==> src/rtl/apu_note_sequencer.sv <==
// apu_note_sequencer
//
// Playback controller for the APU note path. On a play request it walks note
// memory from start_addr up to (not including) end_addr, one word per note
// period, and hands each word to the tone datapath as a one-cycle note_valid
// strobe. Note timing freezes while codec_ready_i is low. Playback can loop,
// and dropping play_i aborts it at any point.
//
// Ports:
//   clk_i          single clock
//   reset_i        synchronous, active-high reset
//   start_addr_i   first address played (sampled on start)
//   end_addr_i     exclusive end address (sampled on start)
//   loop_i         sampled at each end of range; 1 = restart at start address
//   play_i         level play request; deassertion aborts
//   codec_ready_i  codec configured; 0 freezes the note divider
//   mem_addr_o     note memory read address (1-cycle synchronous read)
//   mem_rdata_i    word at the previous cycle's mem_addr_o
//   note_o         current note, holds between strobes, 0 = rest
//   note_valid_o   one-cycle strobe, note_o updated in the same cycle
//   playing_o      high while fetching, latching or waiting
//   done_o         one-cycle pulse at the end of a non-looping pass or empty range
//
// state | meaning
// IDLE  | waiting for play with codec ready
// FETCH | memory read in flight
// LATCH | present the read word as a note strobe
// WAIT  | note period divider running
// HOLD  | pass finished, waiting for play to drop
module apu_note_sequencer #(
  parameter logic [31:0] MAIN_CLK_SPEED = 32'd50_000_000,
  parameter logic [31:0] NOTE_CLK_SPEED = 32'd16,
  parameter int unsigned ADDR_W         = 10,
  parameter int unsigned NOTE_W         = 8
) (
  input  logic              clk_i,
  input  logic              reset_i,
  input  logic [ADDR_W-1:0] start_addr_i,
  input  logic [ADDR_W-1:0] end_addr_i,
  input  logic              loop_i,
  input  logic              play_i,
  input  logic              codec_ready_i,
  output logic [ADDR_W-1:0] mem_addr_o,
  input  logic [NOTE_W-1:0] mem_rdata_i,
  output logic [NOTE_W-1:0] note_o,
  output logic              note_valid_o,
  output logic              playing_o,
  output logic              done_o
);

  localparam logic [31:0] TICK     = MAIN_CLK_SPEED / NOTE_CLK_SPEED;
  // Divider value at which the next fetch is launched, giving a period of
  // 1 LATCH + (TICK-2) WAIT + 1 FETCH cycles.
  localparam logic [31:0] DIV_NEXT = TICK - 32'd3;
  // The closing rest lands one cycle later, so done trails the last strobe
  // by TICK-1 cycles.
  localparam logic [31:0] DIV_LAST = TICK - 32'd2;

  typedef enum logic [2:0] {
    S_IDLE,
    S_FETCH,
    S_LATCH,
    S_WAIT,
    S_HOLD
  } state_e;

  state_e            state_q, state_d;
  logic [ADDR_W-1:0] mem_addr_q, mem_addr_d;
  logic [ADDR_W-1:0] s_q, s_d;
  logic [ADDR_W-1:0] e_q, e_d;
  logic [NOTE_W-1:0] note_q, note_d;
  logic              note_valid_q, note_valid_d;
  logic              playing_q, playing_d;
  logic              done_q, done_d;
  logic [31:0]       div_q, div_d;
  logic [ADDR_W-1:0] next_addr;
  logic              active;

  always_comb begin
    state_d      = state_q;
    mem_addr_d   = mem_addr_q;
    s_d          = s_q;
    e_d          = e_q;
    note_d       = note_q;
    note_valid_d = 1'b0;
    done_d       = 1'b0;
    div_d        = div_q;
    next_addr    = mem_addr_q + ADDR_W'(1);
    active       = (state_q == S_FETCH) || (state_q == S_LATCH) || (state_q == S_WAIT);

    case (state_q)
      S_IDLE: begin
        if (play_i && codec_ready_i) begin
          s_d = start_addr_i;
          e_d = end_addr_i;
          if (start_addr_i < end_addr_i) begin
            mem_addr_d = start_addr_i;
            state_d    = S_FETCH;
          end else begin
            done_d  = 1'b1;
            state_d = S_HOLD;
          end
        end
      end
      S_FETCH: state_d = S_LATCH;
      S_LATCH: begin
        note_d       = mem_rdata_i;
        note_valid_d = 1'b1;
        div_d        = '0;
        state_d      = S_WAIT;
      end
      S_WAIT: begin
        if (codec_ready_i) begin
          if (div_q == DIV_LAST) begin
            // Only reachable after a non-looping end of range.
            done_d  = 1'b1;
            note_d  = '0;
            state_d = S_HOLD;
          end else if (div_q == DIV_NEXT && next_addr != e_q) begin
            mem_addr_d = next_addr;
            state_d    = S_FETCH;
          end else if (div_q == DIV_NEXT && loop_i) begin
            mem_addr_d = s_q;
            state_d    = S_FETCH;
          end else begin
            div_d = div_q + 32'd1;
          end
        end
      end
      S_HOLD: begin
        if (!play_i) state_d = S_IDLE;
      end
      default: state_d = S_IDLE;
    endcase

    // Abort wins over every other transition out of an active state.
    if (active && !play_i) begin
      state_d      = S_IDLE;
      mem_addr_d   = mem_addr_q;
      note_d       = '0;
      note_valid_d = 1'b0;
      done_d       = 1'b0;
    end

    playing_d = (state_d == S_FETCH) || (state_d == S_LATCH) || (state_d == S_WAIT);
  end

  always_ff @(posedge clk_i) begin
    if (reset_i) begin
      state_q      <= S_IDLE;
      mem_addr_q   <= '0;
      s_q          <= '0;
      e_q          <= '0;
      note_q       <= '0;
      note_valid_q <= 1'b0;
      playing_q    <= 1'b0;
      done_q       <= 1'b0;
      div_q        <= '0;
    end else begin
      state_q      <= state_d;
      mem_addr_q   <= mem_addr_d;
      s_q          <= s_d;
      e_q          <= e_d;
      note_q       <= note_d;
      note_valid_q <= note_valid_d;
      playing_q    <= playing_d;
      done_q       <= done_d;
      div_q        <= div_d;
    end
  end

  assign mem_addr_o   = mem_addr_q;
  assign note_o       = note_q;
  assign note_valid_o = note_valid_q;
  assign playing_o    = playing_q;
  assign done_o       = done_q;

endmodule
==> config.mk <==
export PLATFORM = sky130hd
export DESIGN_NAME = apu_note_sequencer
export DESIGN_NICKNAME = d
export VERILOG_FILES = /design/src/rtl/apu_note_sequencer.sv
export SDC_FILE = /design/constraint.sdc
export NUM_CORES = 1
export LEC_CHECK = 0
export ABC_AREA = 1
export CAP_MARGIN = 0
export CELL_PAD_IN_SITES_DETAIL_PLACEMENT = 1
export CELL_PAD_IN_SITES_GLOBAL_PLACEMENT = 1
export CORE_AREA = 2 2 111 113
export CTS_CLUSTER_SIZE = 20
export DETAILED_ROUTE_END_ITERATION = 10
export DIE_AREA = 0 0 113 115
export GPL_ROUTABILITY_DRIVEN = 0
export GPL_TIMING_DRIVEN = 1
export PLACE_DENSITY_LB_ADDON = 0.12
export SLEW_MARGIN = 20
export SYNTH_ARGS = -nofsm -noshare
export SYNTH_HDL_FRONTEND = slang
export SYNTH_SLANG_ARGS = --single-unit
==> constraint.sdc <==
create_clock -name clk_i -period 3 [get_ports clk_i]
set_clock_uncertainty 0.1 [all_clocks]
set_input_delay 0.6 -clock clk_i [delete_from_list [all_inputs] [get_ports clk_i]]
set_output_delay 0.6 -clock clk_i [all_outputs]
set_load 0.02 [all_outputs]
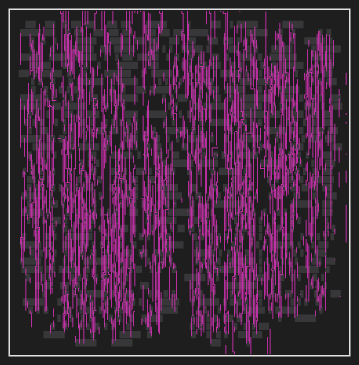
m2.png
Scale: 3 px per um.
wire length on this layer	8940 um
nets with wire on the layer	777
main direction	vertical
share of all routed wire	53%
GR Util met2: 0.505
total number of vias: 5371
sum of routed wire length over all layers: 16800 um

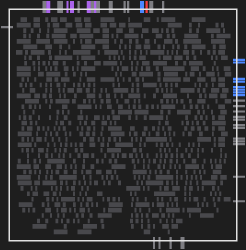
pinout.png
Scale: 2 px per um. Pins as bars across the die edge, other pins in grey.
colour	port	pins	direction	edge
blue	end_addr_i	10	input	8 right, 2 top
purple	note_o	8	output	top
red	playing_o	1	output	top
all pins by edge	28 top, 20 right, 5 bottom, 1 left
Horiz. Die Dim: 113 um
die height: 115 um
Port Buffer Count: 53

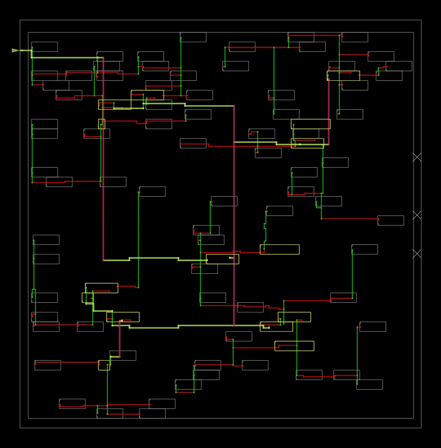
clock_nets.png
flip-flop and latch count: 76
clock buffer instance count of the final layout: 9
TritonCTS buffer count: 9
power of the clock network: 0.00128 W

==> impl_metrics.csv <==
group,metric,value,unit
power_and_ir_drop,power.largest_group,"clock",
worst_setup_path,endpoint_of_the_worst_setup_timing_path,"div_q[3]$_SDFFE_PP0P_",
worst_setup_path,cp-start-kind,"flip-flop",
drt,drt_drc_violations_left,3,
outcome,violations,"design-rule violations",
global_routing,grt_pass1_wl,27600,um
worst_setup_path,cpLargestDelayFamily,"simple AND/OR/NAND/NOR gates",
clock_network,post_cts_hold_buffer_count,0,
flow_run,max-cap-violations,0,
power_and_ir_drop,power.switching,0.000814,W
cells_and_area,flop_area,1520,um2
worst_setup_path,cpMostUsedCell,"sky130_fd_sc_hd__nand2_1",
timing,clock.fmax,0.380,GHz
timing,setup_repair_after_global_routing_missed_its_margin,"false",
power_and_ir_drop,leakagePower,2.25,nW
clock_network,post-cts-setup-buffers,0,
cells_and_area,final_cells,986,
synth,synth.ff_latch_count,76,
cells_and_area,comb.multi_input.count,603,
timing,hold-worst-slack,0.381,ns
drt,top_layer,"met4",
global_routing,grt.busiest_layer,"met2",
worst_setup_path,setup.worst_path.class,"flip-flop to flip-flop",
worst_setup_path,worstReg2RegStart,"mem_addr_o[0]$_SDFFE_PP0P_",
drt,met3WireLength,391,um
hold_path,worst_hold_path_type,"flip-flop to flip-flop",
cells_and_area,diodes,0,
clock_network,number_of_cells_upsized_or_downsized_after_cts,0,
global_routing,met3_track_usage_gr,0.0438,
synth,yosys.stat.chipArea,4960,um2
cells_and_area,layout_top_cell,"sky130_fd_sc_hd__nand2_1",
drt,detail-route-antenna-nets,0,
power_and_ir_drop,power_sequential,0.00112,W
hold_path,holdPathStages,2,
die,tap_cells,147,
drt,routed-wl-met2,8940,um
timing,setup-violations-final,0,
cells_and_area,syn_to_final_growth,20.0,%
placement,dpl.hpwl,12600,um
clock_network,clkTransAtPathRegs,0.07,ns
power_and_ir_drop,swShare,0.283,
synth,synth_compound_gate_area_share,0.0968,
worst_setup_path,worst_setup_path_end_kind,"flip-flop",
global_routing,grt_max_degree,48,
synth,synth_stat.cells,791,
worst_setup_path,critical_path.n_buffers_inverters,2,
timing,slew_viol_final,0,
drt,routed_via_density,5.45,
synth,synthTopCellsByArea,"sky130_fd_sc_hd__dfxtp_1, sky130_fd_sc_hd__nand2_1, sky130_fd_sc_hd__nand3_1",
timing,maxSlewHeadroom,0.504,
synth,synthTopLogicFamily,"simple AND/OR/NAND/NOR gates",
power_and_ir_drop,internal_power_summed_over_all_cells,0.00206,W
synth,post-synth-top-area-cell,"sky130_fd_sc_hd__dfxtp_1",
worst_setup_path,r2r-end,"div_q[3]$_SDFFE_PP0P_",
clock_network,cts.sink_count,76,
die,core_area,11800,um2
drt,met1_length,6870,um
synth,postSynthAreaPerCell,6.28,um2
synth,adder_share,0.0328,
cells_and_area,nonClockInverterCount,81,
power_and_ir_drop,seq_power_share,0.389,
timing,finalHoldViolCount,0,
cells_and_area,buffers_excl_clock,64,
clock_network,max-clock-path-buffers,2,
cells_and_area,sh_seq_area,0.255,
global_routing,grt_pass1_vias,5632,
drt,detailedRoute.firstPassIterationCount,7,
timing,fin_ws,0.366,ns
synth,post-synth-top-count-cell,"sky130_fd_sc_hd__nand2_1",
hold_path,hold-path-endpoint,"note_o[7]$_SDFFE_PP0P_",
die,fp_util,0.420,
cells_and_area,layout-drive-gt1-share,0.0524,
timing,period_minus_slack,2.63,ns
die,floorplan.die_area,13000,um2
placement,post_placement_cell_count,971,
cells_and_area,combAreaFraction,0.501,
hold_path,holdCritStartpoint,"note_o[7]$_SDFFE_PP0P_",
die,io_pins,54,
synth,postSynth.topFlopCell,"sky130_fd_sc_hd__dfxtp_1",
timing,post-route-period-util,0.878,
worst_setup_path,timing.critical_path.required,3.17,ns
cells_and_area,logic_area,2990,um2
synth,xor_share,0.0512,
outcome,outcome,"finished, violations left",
cells_and_area,top_register,"div_q",
placement,dpl_cell_area,5620,um2
timing,finalSetupTns,0,ns
synth,synthCells,791,
cells_and_area,top_area_cell_class,"combinational gates",
synth,seq_area_frac_synth,0.306,
synth,synth-edff-count,0,
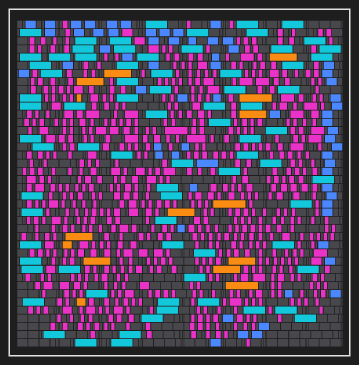
class_map.png
Scale: 3 px per um. Fill, decap, tap and diode cells in grey.
colour	class	cells
cyan	registers	76
magenta	remaining logic cells	684
blue	remaining buffers and delay cells	64
orange	clock drivers and dummy loads	15

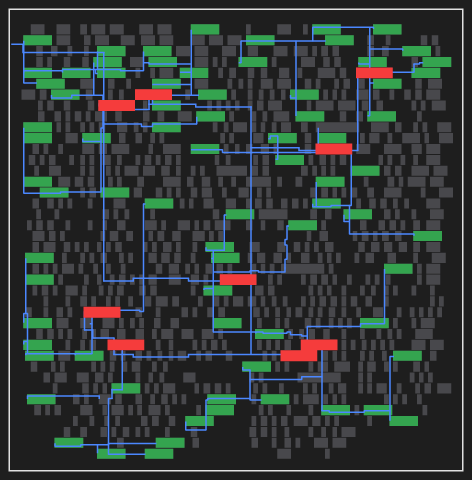
clock_wires.png
Scale: 4 px per um.
[blue] clock wires | length: 1230 um
[green] flip-flops | count: 76
[red] clock-net drivers | count: 9
routed clock nets	10
flops lie	all over the die
clock share of power: 0.445
Worst-Skew Late Latency: 0.35 ns

No activity file was given, so power comes from the tool's default toggle rates.
